## src/rtl/voice_alloc_pkg.sv

```systemverilog
// Shared types and widths for the polyphonic voice allocator.
package voice_alloc_pkg;
  localparam int MIDI_W         = 8;
  localparam int AMP_W          = 8;
  localparam int DEF_NUM_VOICES = 4;
  localparam int DEF_AGE_W      = 4;

  typedef enum logic [1:0] {IDLE, SCAN, COMMIT, GAP} state_t;
endpackage

```

## src/rtl/voice_slot.sv

```systemverilog
// One voice slot: note, amplitude, gate and saturating age, updated only by allocator strobes.
// Single-cycle register update; no flow control of its own.
module voice_slot
  import voice_alloc_pkg::*;
#(
  parameter int AGE_W = DEF_AGE_W
) (
  input  logic              clk,
  input  logic              rst,
  input  logic              load,
  input  logic              clear_gate,
  input  logic              set_gate,
  input  logic              age_inc,
  input  logic [MIDI_W-1:0] load_midi,
  input  logic [AMP_W-1:0]  load_amp,
  output logic [MIDI_W-1:0] midi,
  output logic [AMP_W-1:0]  amplitude,
  output logic              enable,
  output logic [AGE_W-1:0]  age
);

  always_ff @(posedge clk or posedge rst) begin
    if (rst) begin
      midi      <= '0;
      amplitude <= '0;
      enable    <= 1'b0;
      age       <= '0;
    end else begin
      if (load) begin
        midi      <= load_midi;
        amplitude <= load_amp;
        age       <= '0;
      end else if (age_inc && (age != '1)) begin
        age <= age + 1'b1;
      end
      // Clear wins so a stolen/retriggered slot always sees a low gate first.
      if (clear_gate) enable <= 1'b0;
      else if (set_gate) enable <= 1'b1;
    end
  end

endmodule

```

## src/rtl/voice_allocator.sv

```systemverilog
// Assigns note events to voice slots (match/free/steal-oldest), one slot scanned per cycle.
// Busy NUM_VOICES+1 cycles (NUM_VOICES+2 on retrigger/steal); note_ready is low meanwhile.
module voice_allocator
  import voice_alloc_pkg::*;
#(
  parameter int NUM_VOICES = DEF_NUM_VOICES,
  parameter int AGE_W      = DEF_AGE_W
) (
  input  logic                       clk,
  input  logic                       rst,
  input  logic                       note_valid,
  output logic                       note_ready,
  input  logic                       note_on,
  input  logic [MIDI_W-1:0]          note_num,
  input  logic [AMP_W-1:0]           velocity,
  output logic [MIDI_W*NUM_VOICES-1:0] voice_midi,
  output logic [AMP_W*NUM_VOICES-1:0]  voice_amplitude,
  output logic [NUM_VOICES-1:0]      voice_enable,
  output logic [4:0]                 voices_busy
);

  localparam int IDX_W = (NUM_VOICES > 1) ? $clog2(NUM_VOICES) : 1;
  localparam logic [IDX_W-1:0] LAST_IDX = IDX_W'(NUM_VOICES - 1);

  state_t state, state_nxt;
  logic [IDX_W-1:0] idx, tgt_idx, commit_idx;
  logic [IDX_W-1:0] match_idx, free_idx, old_idx;
  logic [AGE_W-1:0] old_age;
  logic match_vld, free_vld;
  logic ev_on;
  logic [MIDI_W-1:0] ev_note;
  logic [AMP_W-1:0]  ev_vel;

  logic [NUM_VOICES-1:0] load, clear_gate, set_gate, age_inc;
  logic [MIDI_W-1:0] slot_midi [NUM_VOICES];
  logic [AMP_W-1:0]  slot_amp  [NUM_VOICES];
  logic [AGE_W-1:0]  slot_age  [NUM_VOICES];

  assign note_ready = (state == IDLE);

  always_ff @(posedge clk or posedge rst) begin
    if (rst) state <= IDLE;
    else     state <= state_nxt;
  end

  always_comb begin
    state_nxt  = state;
    load       = '0;
    clear_gate = '0;
    set_gate   = '0;
    age_inc    = '0;
    commit_idx = match_vld ? match_idx : (free_vld ? free_idx : old_idx);
    case (state)
      IDLE:   if (note_valid) state_nxt = SCAN;
      SCAN:   if (idx == LAST_IDX) state_nxt = COMMIT;
      COMMIT: begin
        if (ev_on) begin
          load[commit_idx]    = 1'b1;
          age_inc             = voice_enable;
          age_inc[commit_idx] = 1'b0;
          if (!match_vld && free_vld) begin
            set_gate[commit_idx] = 1'b1;
            state_nxt            = IDLE;
          end else begin
            clear_gate[commit_idx] = 1'b1;
            state_nxt              = GAP;
          end
        end else begin
          // Pitch and amplitude stay so the release phase keeps sounding correctly.
          for (int i = 0; i < NUM_VOICES; i++)
            clear_gate[i] = voice_enable[i] && (slot_midi[i] == ev_note);
          state_nxt = IDLE;
        end
      end
      GAP: begin
        set_gate[tgt_idx] = 1'b1;
        state_nxt         = IDLE;
      end
      default: state_nxt = IDLE;
    endcase
  end

  always_ff @(posedge clk or posedge rst) begin
    if (rst) begin
      idx       <= '0;
      tgt_idx   <= '0;
      ev_on     <= 1'b0;
      ev_note   <= '0;
      ev_vel    <= '0;
      match_vld <= 1'b0;
      match_idx <= '0;
      free_vld  <= 1'b0;
      free_idx  <= '0;
      old_idx   <= '0;
      old_age   <= '0;
    end else begin
      if ((state == IDLE) && note_valid) begin
        idx       <= '0;
        ev_on     <= note_on && (velocity != '0);
        ev_note   <= note_num;
        ev_vel    <= velocity;
        match_vld <= 1'b0;
        free_vld  <= 1'b0;
        old_idx   <= '0;
        old_age   <= '0;
      end
      if (state == SCAN) begin
        if (voice_enable[idx] && (slot_midi[idx] == ev_note) && !match_vld) begin
          match_vld <= 1'b1;
          match_idx <= idx;
        end
        if (!voice_enable[idx] && !free_vld) begin
          free_vld <= 1'b1;
          free_idx <= idx;
        end
        // Strict compare keeps the lowest index on equal ages.
        if (slot_age[idx] > old_age) begin
          old_age <= slot_age[idx];
          old_idx <= idx;
        end
        idx <= idx + 1'b1;
      end
      if (state == COMMIT) tgt_idx <= commit_idx;
    end
  end

  for (genvar i = 0; i < NUM_VOICES; i++) begin : g_slot
    voice_slot #(.AGE_W(AGE_W)) u_slot (
      .clk        (clk),
      .rst        (rst),
      .load       (load[i]),
      .clear_gate (clear_gate[i]),
      .set_gate   (set_gate[i]),
      .age_inc    (age_inc[i]),
      .load_midi  (ev_note),
      .load_amp   (ev_vel),
      .midi       (slot_midi[i]),
      .amplitude  (slot_amp[i]),
      .enable     (voice_enable[i]),
      .age        (slot_age[i])
    );
    assign voice_midi[MIDI_W*i +: MIDI_W]     = slot_midi[i];
    assign voice_amplitude[AMP_W*i +: AMP_W]  = slot_amp[i];
  end

  always_comb begin
    voices_busy = '0;
    for (int i = 0; i < NUM_VOICES; i++)
      voices_busy = voices_busy + 5'(voice_enable[i]);
  end

endmodule

```

## config.mk

```make
export PLATFORM = sky130hd
export DESIGN_NAME = voice_allocator
export DESIGN_NICKNAME = d
export VERILOG_FILES = /design/src/rtl/voice_alloc_pkg.sv /design/src/rtl/voice_slot.sv /design/src/rtl/voice_allocator.sv
export SDC_FILE = /design/constraint.sdc
export NUM_CORES = 1
export LEC_CHECK = 0
export CAP_MARGIN = 20
export CORE_ASPECT_RATIO = 1.2
export CORE_UTILIZATION = 45
export DETAILED_ROUTE_END_ITERATION = 16
export PLACE_DENSITY_LB_ADDON = 0.25
export REMOVE_ABC_BUFFERS = 1
export SYNTH_ARGS = -nofsm -noshare
export SYNTH_HDL_FRONTEND = slang
export SYNTH_SLANG_ARGS = --single-unit
```

## constraint.sdc

```tcl
create_clock -name clk -period 5.45 [get_ports clk]
set_input_delay 1.09 -clock clk [delete_from_list [all_inputs] [get_ports clk]]
set_output_delay 1.09 -clock clk [all_outputs]
set_load 0.02 [all_outputs]
```

==> run notes <==
run metrics: outcome=completed, drt first-iter violations=122, # Cells Yosys=491, OpenROAD warnings=25, Area Overhead vs Synth=27.6%, FF/Latch Area=2980 µm², Detail Placement HPWL=9770 µm, Hold Path Sink=match_idx[1], number of buffers added on ports=91, required time of the critical path=4.36 ns, first-pass GRT wire length=22,900 µm, gr ovfl total=0, Synth Area in XOR/XNOR=6.46%, HP Class=register to register, fin cells=755, logic share of the area=35.7%, post-route cell area=7440 µm², f_max=275 MHz, Routed WL=14,200 µm, commonest non-fill, non-tap cell in the layout=dfrtp_1, share of cells above drive strength 1=21.8%, Simple-Gate Area Share=10.4%, Worst R2R Start=idx[1], Clock net power=0.00108 W, Top cells by area=dfrtp_1 51%, mux2_2 14%, xnor2_1 4.5%, nand2_1 3.9%, ha_1 2.4%, DR pass1 iterations=6, Worst Path Arrival=2.54 ns, Regs by FF count=g_slot.u_slot.amplitude x32, g_slot.u_slot.midi x32, g_slot.u_slot.age x16, clk sinks=119, final hold slack=0.498 ns, Comb pwr share=39.2%, vias per inst=5.38, CP endpoint=voices_busy[1], PwrDens=582 nW/µm², dominant kind of combinational cell=multiplexers, clock power share=24.9%, ys async rst share=100%, Rel. slew slack=33.5%, # setup viols final=0, hold_buf cts=0, R2R Path End=old_age[3], Placed Instances=722, layout clock buffer count=17, top_reg_cell synth=dfrtp_1, DRC Markers=0, Total GRT Usage=22.8%, Max Cap Viol=0, crit path from=g_slot[0].u_slot.enable, worst hold path depth=1, Mapped Cells=491
worst max-delay path, stage by stage, from the launching register on:
cell and delay, ns:
dfrtp_1 0.42, inv_1 0.10, fa_1 0.54, inv_1 0.04
ha_1 0.17, ha_1 0.27, clkdlybuf4s50_1 0.59
layer usage:
metal / global-route usage [%] / routed length (µm) / vias up
met4: 11.2 / 340 / 0
met3: 6.06 / 765 / 25
met2: 37.6 / 7080 / 111
met5: 0 / 0 / -
li1: - / - / 1890
met1: 27.7 / 5990 / 2038
logic make-up (layout without fill, tap and decap cells):
group	Yosys count	after routing
xor gates and xnor gates	43	43
and+or+nand+nor	131	131
buffers and inverters	48	147
DFF	119	119
adders and majority gates	12	12
AOI/OAI and AO/OA	45	45
other	1	2
muxes	92	92
==> images/clk_routes.png <==
The bar under the picture is 20 µm long.
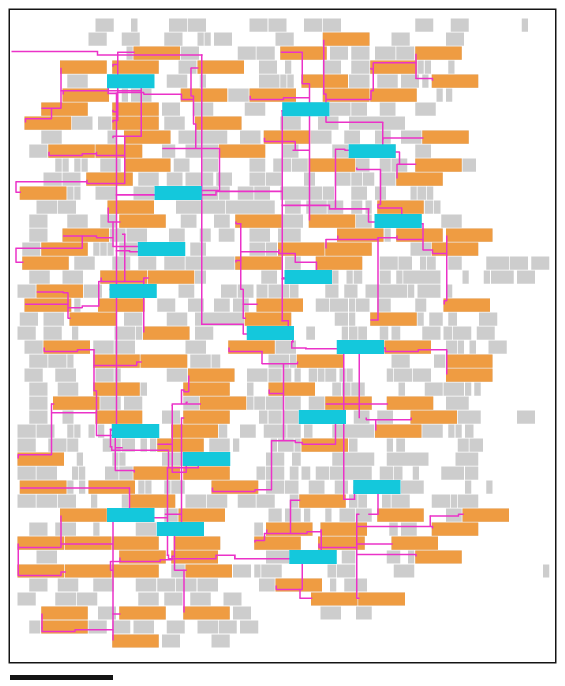
Orange marks flip-flops, count 119. Magenta marks clock wires, length 1,560 µm. Cyan marks clock drivers, count 17.
Position of the flops: widely spread.

==> images/placement_by_type.png <==
Fill, decap, tap and diode cells in grey.
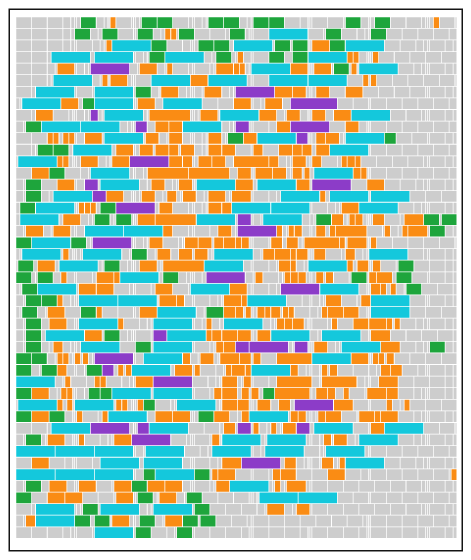
Purple marks clock drivers and dummy loads, cells 32, share of their area 7.9%. Orange marks combinational and other logic, cells 341, share of their area 38%. Cyan marks flops, cells 119, share of their area 41%. Green marks other buffers and delay cells, cells 99, share of their area 13%.

No activity file was given, so power comes from the tool's default toggle rates.
